### Met2 routing

Scale: 2 px per um.
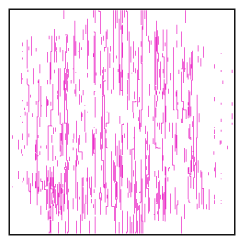
### Supply network

Scale: 3 px per um. Pins as bars on the die edge. Tap cells in gray.
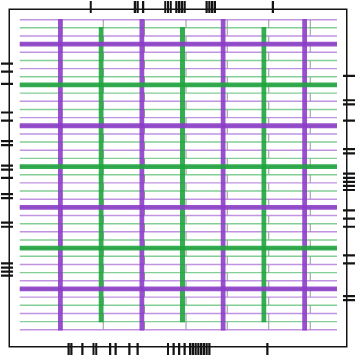
### Wiring by layer

Scale: 3 px per um.
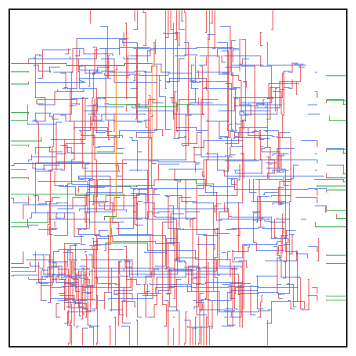
### The metal 3 layer

Scale: 2 px per um.
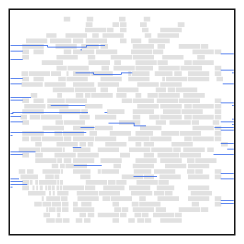
### Clock routing

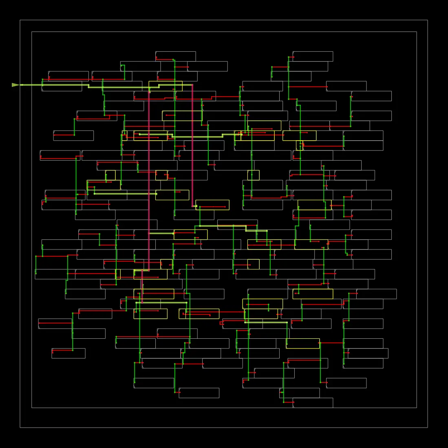
File: src/rtl/hs_pipe_slice.sv
// hs_pipe_slice: valid/ready retiming slice with STAGES register stages on a
// single handshake channel. With SKID=1 every stage has a main and a skid
// register so the upstream ready comes straight from a flop; with SKID=0 each
// stage has a main register only and ready ripples combinationally.
module hs_pipe_slice #(
  parameter int DATA_WIDTH = 32,
  parameter int STAGES     = 2,
  parameter int SKID       = 1,
  parameter int CNT_W      = $clog2(2 * STAGES + 1)
) (
  input  logic                  CLK,
  input  logic                  nRST,
  input  logic                  flush,
  input  logic                  in_valid,
  input  logic [DATA_WIDTH-1:0] in_data,
  output logic                  in_ready,
  output logic                  out_valid,
  output logic [DATA_WIDTH-1:0] out_data,
  input  logic                  out_ready,
  output logic [CNT_W-1:0]      occupancy
);

  // Link k is the channel entering stage k; link STAGES is the output channel.
  // lv[k+1] / ld[k+1] are the main-register valid/data of stage k.
  logic [STAGES:0]       lv;
  logic [DATA_WIDTH-1:0] ld [STAGES+1];
  logic [STAGES:0]       rdy;      // rdy[k]: stage k can accept from link k
  logic [STAGES-1:0]     s_valid;  // skid valid bits, all zero when SKID=0

  assign lv[0]     = in_valid;
  assign ld[0]     = in_data;
  assign in_ready  = rdy[0];
  assign out_valid = lv[STAGES];
  assign out_data  = ld[STAGES];

  // Ready for every link, walked from the output back towards the input.
  always_comb begin
    // NOTE: every variable gets a default before any conditional assignment,
    // so no path through the block leaves it unassigned and no latch is inferred.
    rdy         = '0;
    rdy[STAGES] = out_ready;
    for (int k = STAGES - 1; k >= 0; k--) begin
      if (SKID != 0) rdy[k] = ~s_valid[k];
      else           rdy[k] = ~lv[k+1] | rdy[k+1];
    end
  end

  for (genvar k = 0; k < STAGES; k++) begin : g_stage
    logic                  m_vld;
    logic [DATA_WIDTH-1:0] m_dat;
    logic                  accept;  // entry moves from link k into this stage
    logic                  take;    // main register moves to link k+1

    assign accept   = lv[k] & rdy[k];
    assign take     = m_vld & rdy[k+1];
    assign lv[k+1]  = m_vld;
    assign ld[k+1]  = m_dat;

    if (SKID != 0) begin : g_skid
      logic                  s_vld;
      logic [DATA_WIDTH-1:0] s_dat;

      assign s_valid[k] = s_vld;

      // Valid bits: refill main from skid (or input) on take, else park input.
      always_ff @(posedge CLK or negedge nRST) begin
        // NOTE: sequential state is updated with non-blocking assignments so all
        // flops sample pre-edge values regardless of evaluation order.
        if (!nRST) begin
          m_vld <= 1'b0;
          s_vld <= 1'b0;
        end else if (flush) begin
          m_vld <= 1'b0;
          s_vld <= 1'b0;
        end else if (take) begin
          m_vld <= s_vld | accept;
          s_vld <= 1'b0;
        end else if (accept) begin
          if (m_vld) s_vld <= 1'b1;
          else       m_vld <= 1'b1;
        end
      end

      // Payload registers follow the same steering as the valid bits.
      always_ff @(posedge CLK) begin
        // NOTE: payload flops carry no reset; a payload is only meaningful while
        // its valid bit is set, and the valid bits are reset.
        if (take) begin
          if (s_vld)       m_dat <= s_dat;
          else if (accept) m_dat <= ld[k];
        end else if (accept) begin
          if (m_vld) s_dat <= ld[k];
          else       m_dat <= ld[k];
        end
      end

      // An occupied skid with an empty main register would break FIFO order.
      a_no_orphan_skid: assert property (@(posedge CLK) disable iff (!nRST)
        !(s_vld && !m_vld));

    end else begin : g_plain
      assign s_valid[k] = 1'b0;

      // Valid bit: load on accept, otherwise clear when taken.
      always_ff @(posedge CLK or negedge nRST) begin
        if (!nRST)        m_vld <= 1'b0;
        else if (flush)   m_vld <= 1'b0;
        else if (accept)  m_vld <= 1'b1;
        else if (take)    m_vld <= 1'b0;
      end

      // Payload register loads whenever an entry is accepted.
      always_ff @(posedge CLK) begin
        if (accept) m_dat <= ld[k];
      end
    end
  end

  // Occupancy: popcount of every main and skid valid bit.
  always_comb begin
    occupancy = '0;
    for (int k = 0; k < STAGES; k++) begin
      occupancy = occupancy + CNT_W'(lv[k+1]) + CNT_W'(s_valid[k]);
    end
  end

endmodule

File: config.mk
export PLATFORM = sky130hd
export DESIGN_NAME = hs_pipe_slice
export DESIGN_NICKNAME = d
export VERILOG_FILES = /design/src/rtl/hs_pipe_slice.sv
export SDC_FILE = /design/constraint.sdc
export NUM_CORES = 1
export LEC_CHECK = 0
export CORE_MARGIN = 3
export CORE_UTILIZATION = 45
export DETAILED_ROUTE_END_ITERATION = 6
export PLACE_DENSITY = 0.68
export SLEW_MARGIN = 0
export SYNTH_ARGS = -nofsm -noshare
export SYNTH_HDL_FRONTEND = slang
export SYNTH_SLANG_ARGS = --single-unit
File: constraint.sdc
create_clock -name CLK -period 5.2 [get_ports CLK]
set_input_delay 1.3 -clock CLK [delete_from_list [all_inputs] [get_ports CLK]]
set_output_delay 1.3 -clock CLK [all_outputs]
set_load 0.01 [all_outputs]
==> flow_metrics.py <==
# Physical implementation metrics
metrics = {
    "outcome": {
        "status": "completed",
    },
    "final_layout": {
        "lay_top_cells": "edfxtp_1, clkdlybuf4s50_1, mux2_2",
    },
    "synthesis": {
        "largest_area_cell": "edfxtp_1",
        "synthFlopType": "edfxtp_1",
        "synth_flops": 132,
        "synth.top_cell.area_share": 0.760,
        "topCellsByArea": "edfxtp_1, mux2_4, mux2_2, dfrtp_1, buf_12",
        "synth_area_um2": 5060,
        "yosys_warnings": 0,
        "yosys_cells": 231,
        "synth-async-reset-ratio": 0.0303,
        "synth_cell_types": 19,
        "synth-edff-count": 128,
    },
    "global_routing": {
        "grt_pass1_wl_um": 13000,
        "grt_antenna_before_repair": 0,
        "grt_usage": 0.136,
    },
    "drt": {
        "drt_pass1_iterations": 4,
        "wl_per_cell_um": 16.8,
        "viasPerCell": 4.87,
        "vias": 2303,
    },
    "job": {
        "drv_cap": 0,
        "tool_warnings": 26,
    },
    "hold_path": {
        "min_to": "g_stage[1].g_skid.s_dat[15]$_DFFE_PP_",
    },
    "die": {
        "ioPinCount": 74,
        "die_height_um": 112,
        "die_area_um2": 12500,
        "die_width_um": 112,
    },
    "clock_network": {
        "clock-root-buffer": "clkbuf_16",
        "cts_hold_buf": 0,
        "cts_tree": "done",
        "htree_levels": 4,
    },
    "final_timing": {
        "max_slew_margin": 0.260,
        "worst_pin_slew_ps": 1110,
        "rsz0062_at_grt": "no",
        "finalClockPeriodUsage": 0.757,
        "fmax_mhz": 254,
    },
    "setup_path": {
        "critPathTopFamily": "adder cells",
        "reg2reg_to": "out_data[5]$_DFFE_PP_",
        "slowest_delay_ps": 550,
        "crit_slowest_cell": "fa_1",
        "crit_type": "flop to output port",
        "ff2ff_setup_slack_ps": 3050,
        "crit_chain": "inv_1 > fa_1 > inv_1 > ha_1 > ha_1 > clkdlybuf4s50_1",
        "cp-endpoint": "occupancy[1]",
    },
    "power": {
        "pwr-share-comb": 0.058,
        "pwr-share-clk": 0.468,
        "cellPowerDensity_nw_per_um2": 398,
        "swShare": 0.191,
        "power.switching_mw": 0.498,
        "ir_drop_uv": 248,
    },
    "place": {
        "hpwl_um": 4870,
        "port-buffer-count": 73,
    },
}
Back to the opening pictures, 'Met2 routing':
wire length on this layer: 4,080 um
nets with wire on the layer: 324

Back to the opening pictures, 'Supply network':
[purple] VSS
[green] VDD
met4 straps: 7
met1 rails: 39
tap cells: 140

Back to the opening pictures, 'Wiring by layer':
[red] metal 2 | wire length: 4,080 um
[orange] metal 4 | wire length: 91.1 um
[green] metal 3 | wire length: 407 um
[blue] metal 1 | wire length: 3,390 um

Back to the opening pictures, 'The metal 3 layer':
main direction: horizontal
wire length on this layer: 407 um
share of all routed wire: 5.1%
longest straight run: 37.5 um
nets with wire on the layer: 37
Routed WL: 7960 um
routing usage on met3: 0.0582

Back to the opening pictures, 'Clock routing':
Clock Latency Late Sink: 400 ps
num sequential: 132
clock skew: 8.44 ps
clk_buf instances: 17

[flip-flops by register name, indices dropped and copies added, names as in the netlist]
name	cells
out_valid	1
out_data	32
g_stage.m_dat	32
g_stage.m_vld	1
g_stage.g_skid.s_vld	2
g_stage.g_skid.s_dat	64
[routing by layer]
| layer | vias to the layer above | GRT usage | part of all wire |
|---|---|---|---|
| met4 | 0 | 0.0385 | 0.011 |
| li1 | 1096 | - | - |
| met5 | - | 0 | 0 |
| met2 | 49 | 0.224 | 0.51 |
| met1 | 1149 | 0.166 | 0.43 |
| met3 | 9 | 0.0582 | 0.051 |
[through the flow]
stage / utilization / setup WS [ps] / total power [mW] / area [um^2]
2_1_floorplan: - / 1160 / 1.32 / 5060
3_5_place_dp: 0.542 / 1660 / 1.41 / 5930
3_3_place_gp: 0.542 / 1720 / 1.40 / 5930
6_report: 0.598 / 1270 / 2.60 / 6540
5_1_grt: 0.598 / 1160 / 2.70 / 6540
4_1_cts: 0.598 / 1230 / 2.63 / 6540
[power by group through the flow]
stage	Combinational [mW]	Clock [mW]	Sequential, mW
6_report	0.150	1.22	1.24
5_1_grt	0.162	1.30	1.24
4_1_cts	0.153	1.24	1.24
3_5_place_dp	0.153	0	1.26
3_3_place_gp	0.149	0	1.26
2_1_floorplan	0.0620	0	1.26
[layout make-up]
| class | instances | area (um^2) | share of cell area |
|---|---|---|---|
| multi-input combinational | 86 | 1020 | 0.156 |
| clock inverter | 14 | 185 | 0.0283 |
| inverter | 7 | 26.3 | 0.00402 |
| tap | 140 | 175 | 0.0268 |
| timing repair buffer | 77 | 761 | 0.116 |
| sequential | 132 | 3940 | 0.603 |
| clock buffer | 17 | 425 | 0.0651 |
Power and IR drop assume default switching activity.
